Fig. 1: run 1, pin map
Pins as bars across the die edge, other pins in gray.
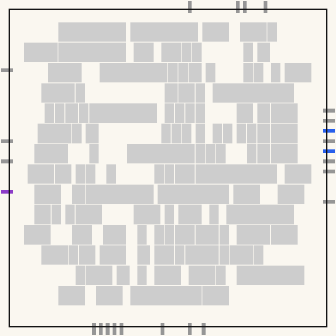
Fig. 2: run 1, gate-type map
The bar under the picture is 10 um long.
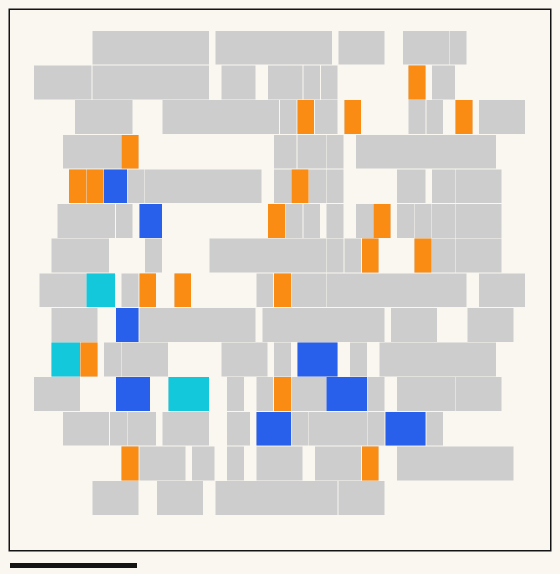
Fig. 3: run 1, wire density map
The die is cut into 8 by 8 equal tiles; dark blue is low, red is high, scaled to the fullest tile. Values are wire area over tile area, all layers added.
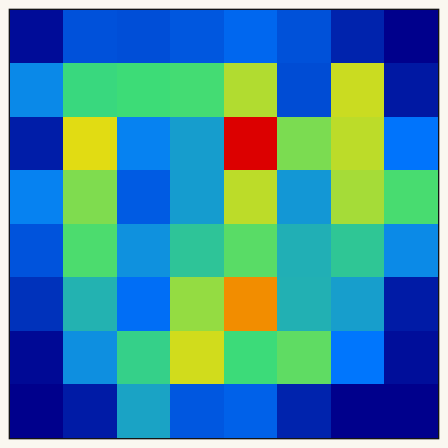
==> config.mk <==
export PLATFORM = sky130hd
export DESIGN_NAME = u110_buffer_seq
export DESIGN_NICKNAME = d
export VERILOG_FILES = /design/src/rtl/u110_buffer_seq.sv
export SDC_FILE = /design/constraint.sdc
export NUM_CORES = 1
export LEC_CHECK = 0
export ABC_AREA = 1
export CORE_MARGIN = 1.5
export CORE_UTILIZATION = 51
export CTS_BUF_LIST = sky130_fd_sc_hd__clkbuf_4
export DETAILED_ROUTE_END_ITERATION = 8
export GPL_ROUTABILITY_DRIVEN = 0
export PLACE_DENSITY = 0.83
export SLEW_MARGIN = 10
export SYNTH_ARGS = -nofsm -noshare
export SYNTH_HDL_FRONTEND = slang
export SYNTH_SLANG_ARGS = --single-unit
==> constraint.sdc <==
create_clock -name CLK40 -period 4 [get_ports CLK40]
set_input_delay 0.8 -clock CLK40 [delete_from_list [all_inputs] [get_ports CLK40]]
set_output_delay 0.8 -clock CLK40 [all_outputs]
set_load 0.01 [all_outputs]
==> src/rtl/u110_buffer_seq.sv <==
// Registered U110 buffer control: 68040 transfer tracking, CPU/PCI bus ownership
// with break-before-make turnaround, and ATA buffer enables with a dead cycle on change.
module u110_buffer_seq #(
  parameter int NUM_CH      = 2,
  parameter int TURN_CYC    = 2,
  parameter int BURST_BEATS = 4,
  parameter int LOW_EN      = 0
) (
  input  logic                           CLK40,
  input  logic                           RESETn,
  input  logic [NUM_CH-1:0]              ATA_ENn,
  input  logic                           RnW,
  input  logic                           TSn,
  input  logic                           TAn,
  input  logic [1:0]                     SIZ,
  input  logic                           BGn,
  output logic [NUM_CH-1:0]              IDEHRENn,
  output logic [NUM_CH-1:0]              IDEHWENn,
  output logic [NUM_CH-1:0]              IDELENn,
  output logic                           IDEDIR,
  output logic                           BURSTn,
  output logic                           LASTn,
  output logic [$clog2(BURST_BEATS)-1:0] BEAT,
  output logic                           BUSDIR,
  output logic                           BUSOEn,
  output logic                           BUSY
);

  localparam int BW  = $clog2(BURST_BEATS);
  localparam int TW  = (TURN_CYC > 1) ? $clog2(TURN_CYC) : 1;
  localparam int CHW = (NUM_CH > 1) ? $clog2(NUM_CH) : 1;
  localparam logic [BW-1:0] BEAT_MAX = BW'(BURST_BEATS - 1);
  localparam logic [TW-1:0] TURN_MAX = TW'(TURN_CYC - 1);

  typedef enum logic [1:0] {CPU_OWN, TURN_PCI, PCI_OWN, TURN_CPU} own_t;
  typedef enum logic [1:0] {IDLE, ACTIVE, GAP} ata_t;

  logic          busy, burstn, lastn;
  logic [BW-1:0] beat, beat_inc;
  own_t          own, own_nxt;
  logic [TW-1:0] tcnt, tcnt_nxt;
  ata_t          ata, ata_nxt;
  logic [CHW-1:0] ch, sel_idx;
  logic          rnw, idedir, req, load, dir_ld;
  int            nlow;

  // Transfer tracker: a burst is remembered through burstn until its final beat
  assign beat_inc = beat + 1'b1;

  always_ff @(posedge CLK40 or negedge RESETn) begin
    if (!RESETn) begin
      busy   <= 1'b0;
      beat   <= '0;
      burstn <= 1'b1;
      lastn  <= 1'b1;
    end else if (!busy) begin
      if (!TSn) begin
        busy   <= 1'b1;
        beat   <= '0;
        burstn <= (SIZ != 2'b11);
        lastn  <= (SIZ == 2'b11);
      end
    end else if (!TAn) begin
      if (burstn || (beat == BEAT_MAX)) begin
        busy   <= 1'b0;
        beat   <= '0;
        burstn <= 1'b1;
        lastn  <= 1'b1;
      end else begin
        beat  <= beat_inc;
        lastn <= (beat_inc != BEAT_MAX);
      end
    end
  end

  // Ownership FSM; a new transfer in the grant cycle defers the handover
  always_comb begin
    own_nxt  = own;
    tcnt_nxt = '0;
    case (own)
      CPU_OWN:  if (!BGn && !busy && TSn) own_nxt = TURN_PCI;
      TURN_PCI: if (tcnt == TURN_MAX) own_nxt = PCI_OWN; else tcnt_nxt = tcnt + 1'b1;
      PCI_OWN:  if (BGn) own_nxt = TURN_CPU;
      TURN_CPU: if (tcnt == TURN_MAX) own_nxt = CPU_OWN; else tcnt_nxt = tcnt + 1'b1;
      default:  own_nxt = CPU_OWN;
    endcase
  end

  always_ff @(posedge CLK40 or negedge RESETn) begin
    if (!RESETn) begin
      own  <= CPU_OWN;
      tcnt <= '0;
    end else begin
      own  <= own_nxt;
      tcnt <= tcnt_nxt;
    end
  end

  assign BUSOEn = (own == TURN_PCI) || (own == TURN_CPU);
  assign BUSDIR = (own == PCI_OWN) || (own == TURN_CPU);

  // ATA select decode: anything other than exactly one low select is no request
  always_comb begin
    nlow    = 0;
    sel_idx = '0;
    for (int i = 0; i < NUM_CH; i++) begin
      if (!ATA_ENn[i]) begin
        sel_idx = CHW'(i);
        nlow    = nlow + 1;
      end
    end
    req = (nlow == 1) && (own == CPU_OWN) && RESETn;
  end

  always_comb begin
    ata_nxt = ata;
    load    = 1'b0;
    dir_ld  = 1'b0;
    case (ata)
      IDLE: if (req) begin
        ata_nxt = ACTIVE;
        load    = 1'b1;
        dir_ld  = 1'b1;
      end
      ACTIVE: if (!req || (sel_idx != ch) || (RnW != rnw)) begin
        ata_nxt = GAP;
        dir_ld  = req;
      end
      GAP: if (req) begin
        ata_nxt = ACTIVE;
        load    = 1'b1;
        dir_ld  = 1'b1;
      end else begin
        ata_nxt = IDLE;
      end
      default: ata_nxt = IDLE;
    endcase
  end

  always_ff @(posedge CLK40 or negedge RESETn) begin
    if (!RESETn) begin
      ata    <= IDLE;
      idedir <= 1'b0;
    end else begin
      ata <= ata_nxt;
      if (dir_ld) idedir <= !RnW;
    end
  end

  always_ff @(posedge CLK40) begin
    if (load) begin
      ch  <= sel_idx;
      rnw <= RnW;
    end
  end

  // Enables drop the instant ownership leaves the CPU, ahead of the FSM reaching GAP
  always_comb begin
    IDEHRENn = '1;
    IDEHWENn = '1;
    IDELENn  = '1;
    if ((ata == ACTIVE) && (own == CPU_OWN)) begin
      if (rnw) IDEHRENn[ch] = 1'b0;
      else     IDEHWENn[ch] = 1'b0;
      if (LOW_EN != 0) IDELENn[ch] = 1'b0;
    end
  end

  assign IDEDIR = idedir;
  assign BURSTn = burstn;
  assign LASTn  = lastn;
  assign BEAT   = beat;
  assign BUSY   = busy;

endmodule

==> qor.csv, run 1 <==
stage;metric;value;unit
pwr;combinational cell power;357;uW
worst_setup_path;startpoint of the worst-slack reg-to-reg timing path;own[0];
synthesis;post-synthesis share of cell area spent on and, or, nand and nor gates;0.2780;
route;TritonRoute pass-1 iters;4;
timing;Max Clk Rate;0.3613;GHz
job;Max Cap Viol;0;
job;number of logged tool warnings;31;
worst_setup_path;cell type with the highest occurrence count on the critical path;sky130_fd_sc_hd__inv_1;
synthesis;most used standard cells in the synthesized netlist;sky130_fd_sc_hd__nand2_1 (25), sky130_fd_sc_hd__inv_1 (16), sky130_fd_sc_hd__dfrtp_1 (9);
clocking;TritonCTS buffer count;3;
pwr;Worst VDD drop;0.0004011;V
timing;final critical-path share of the clock period;0.6920;
pwr;clock network power consumption;87.3;uW
die;Starting Density;0.5383;
clocking;Clock Root Buffer;sky130_fd_sc_hd__clkbuf_4;
route;starting DRC count in detailed routing;5;
die;DIE AREA;1798;sq um
synthesis;Top FF cell, synth;sky130_fd_sc_hd__dfrtp_1;
worst_setup_path;worst-path cell with the longest stage delay;sky130_fd_sc_hd__clkdlybuf4s50_1;
cells_and_area;Layout Area Growth over Synthesis;31.44;%
worst_setup_path;last element of the critical path;IDEHWENn[0];
route;Metal-1 WL;614;um
outcome;status;finished, final reports clean;
worst_setup_path;critical path capture point type;output port;
synthesis;Post-Synth Adder-Cell Area;0.1106;
timing;final worst path period need;2.768;ns
cells_and_area;relative area of clock buffers and inverters in the final design;0.02885;
synthesis;proportion of register bits with asynchronous set or reset after synthesis;0.8462;
cells_and_area;largest cell class by area;combinational gates;
cells_and_area;layout net count;140;
route;Residual DRC;0;
worst_setup_path;family with the most delay on the worst path;buffers and inverters;
route;Total Routed Length;1.466;mm
cells_and_area;clock buffer instance count of the final layout;4;
synthesis;main logic family after synthesis;simple AND/OR/NAND/NOR gates;
cells_and_area;number of logic gates;65;
synthesis;multiplexer share of the synthesized area;0;
synthesis;AO/OA Area Share;0.07109;
route;via density per instance;4.884;
synthesis;most frequent cell after synthesis;sky130_fd_sc_hd__nand2_1;
cells_and_area;area used by sequential logic in the layout;337.8;sq um
pwr;Pwr Density;658.9;nW/um^2
die;number of core rows;14;
cells_and_area;fraction of final layout cells sized beyond drive strength 1;0.1393;
synthesis;yosys stat area;792.0;sq um
pwr;overall power consumption;685.9;uW
clocking;setup repair bufs after CTS;0;
route;WL met3;79;um
synthesis;Syn Area/Cell;8.082;sq um
worst_setup_path;delay of the slowest critical-path stage;0.49;ns
pwr;share of total power in combinational logic;0.520;
worst_setup_path;Worst Setup Start Kind;flop;
route;uppermost signal routing layer after detailed routing;met4;
cells_and_area;post-route core utilization;0.7075;
global_route;number of global-route vias before repair;608;
hold_path;Hold Path Depth;2;
worst_setup_path;number of cells on the critical path;6;
cells_and_area;most numerous logic cell after layout;sky130_fd_sc_hd__nand2_1;
route;met2 wire length;756;um
cells_and_area;post-layout instance count excluding filler cells;138;
timing;number of max-slew violations in the final report;0;
pwr;cell-internal power;414.9;uW
placement;number of port buffers;21;
global_route;most heavily used metal layer in global routing;met2;
clocking;Max Buffers Root-to-Sink;2;
global_route;initial antenna violation count;0;
worst_setup_path;R2R depth;6;
pwr;Static Leak;0.5364;nW
placement;pre-CTS setup slack;1.541;ns
cells_and_area;count of flip-flops and latches;13;
synthesis;number of cells in the yosys synthesis report;98;
cells_and_area;Antenna Diode Count;0;
synthesis;share of Yosys cell area claimed by the top area cell type;0.2844;
route;remaining antenna violation count after routing;0;
timing;post-route clock skew;0.002052;ns
global_route;largest net degree at the start of global routing;13;
timing;setup repair after global routing missed its margin;no;
clocking;total number of H-tree levels;1;
pwr;clock share of power;0.127;
global_route;met1 Use GR;0.2417;
pwr;sequential power;242;uW
timing;final number of setup-violating endpoints;0;
Notes on Fig. 1 above:
Purple shows BGn, pins 1, direction input, edge west. Blue shows IDEHWENn, pins 2, direction output, edge east.
All pins by edge: 8 east, 8 south, 4 west, 4 north.
Vert. Die Dim: 42.41 um
Die X: 42.41 um

Notes on Fig. 2 above:
Cyan shows AND and OR gates, cells 3. Blue shows inverting AOI/OAI gates, cells 8. Orange shows inverters, cells 19, most used inv_1.

Notes on Fig. 3 above:
The mean over all tiles is 0.13. 28% of the tiles are over half the peak. The densest ninth of the die: center. 7.8% of the tiles are nearly empty. The fullest tile reaches 0.39. The emptiest ninth of the die: south-east.
drt wl/cell: 10.62 um
total vias in the final route: 674

Fig. 4: run 1, metal layers overlaid
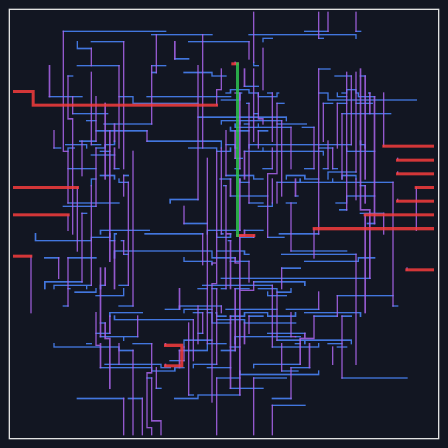

==> run 2: changes to the inputs <==
Settings changed: CORE_UTILIZATION 51 to 43, PLACE_DENSITY 0.83 to 0.74.
Clock period 4 ns to 2.3 ns, I/O delays scaled along.
Fig. 5: run 2, metal layers overlaid
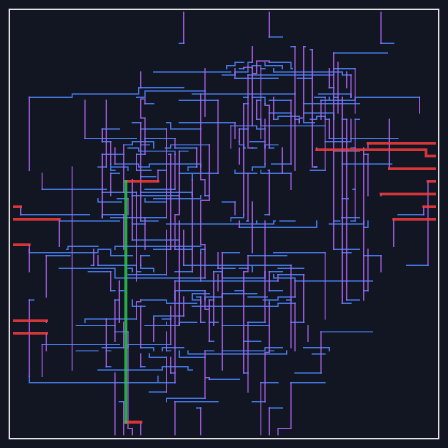
Red shows metal 3, wire length 56.3 um. Purple shows metal 2, wire length 750 um. Blue shows metal 1, wire length 709 um. Green shows metal 4, wire length 25.8 um.

==> qor.csv, run 2 <==
stage;metric;value;unit
outcome;status;finished, final reports clean;
cells_and_area;relative area of clock buffers and inverters in the final design;0.02768;
pwr;share of total power in combinational logic;0.537;
worst_setup_path;last element of the critical path;BUSDIR;
job;Max Cap Viol;0;
pwr;combinational cell power;664;uW
timing;post-route clock skew;0.002986;ns
worst_setup_path;R2R depth;6;
timing;final critical-path share of the clock period;0.9770;
global_route;initial antenna violation count;0;
route;WL met3;56;um
timing;final worst path period need;2.247;ns
cells_and_area;clock buffer instance count of the final layout;4;
route;met2 wire length;749;um
clocking;setup repair bufs after CTS;0;
cells_and_area;number of logic gates;65;
pwr;Worst VDD drop;0.0006746;V
worst_setup_path;delay of the slowest critical-path stage;0.48;ns
synthesis;most frequent cell after synthesis;sky130_fd_sc_hd__nand2_1;
synthesis;most used standard cells in the synthesized netlist;sky130_fd_sc_hd__nand2_1 (25), sky130_fd_sc_hd__inv_1 (16), sky130_fd_sc_hd__dfrtp_1 (9);
synthesis;Post-Synth Adder-Cell Area;0.1106;
cells_and_area;Layout Area Growth over Synthesis;36.97;%
cells_and_area;layout net count;143;
cells_and_area;post-route core utilization;0.6283;
cells_and_area;post-layout instance count excluding filler cells;150;
timing;final number of setup-violating endpoints;0;
cells_and_area;Antenna Diode Count;0;
die;Die X;45.92;um
route;starting DRC count in detailed routing;11;
route;via density per instance;4.560;
pwr;clock network power consumption;155;uW
die;Vert. Die Dim;45.92;um
worst_setup_path;worst-path cell with the longest stage delay;sky130_fd_sc_hd__clkdlybuf4s50_1;
synthesis;share of Yosys cell area claimed by the top area cell type;0.2844;
placement;pre-CTS setup slack;0.2435;ns
route;Metal-1 WL;709;um
synthesis;proportion of register bits with asynchronous set or reset after synthesis;0.8462;
synthesis;Top FF cell, synth;sky130_fd_sc_hd__dfrtp_1;
timing;number of max-slew violations in the final report;0;
synthesis;yosys stat area;792.0;sq um
global_route;most heavily used metal layer in global routing;met2;
synthesis;number of cells in the yosys synthesis report;98;
route;Total Routed Length;1.541;mm
cells_and_area;most numerous logic cell after layout;sky130_fd_sc_hd__nand2_1;
worst_setup_path;family with the most delay on the worst path;buffers and inverters;
route;total vias in the final route;684;
worst_setup_path;critical path capture point type;output port;
Power figures rest on the tool's default switching activity, not on a simulated workload.
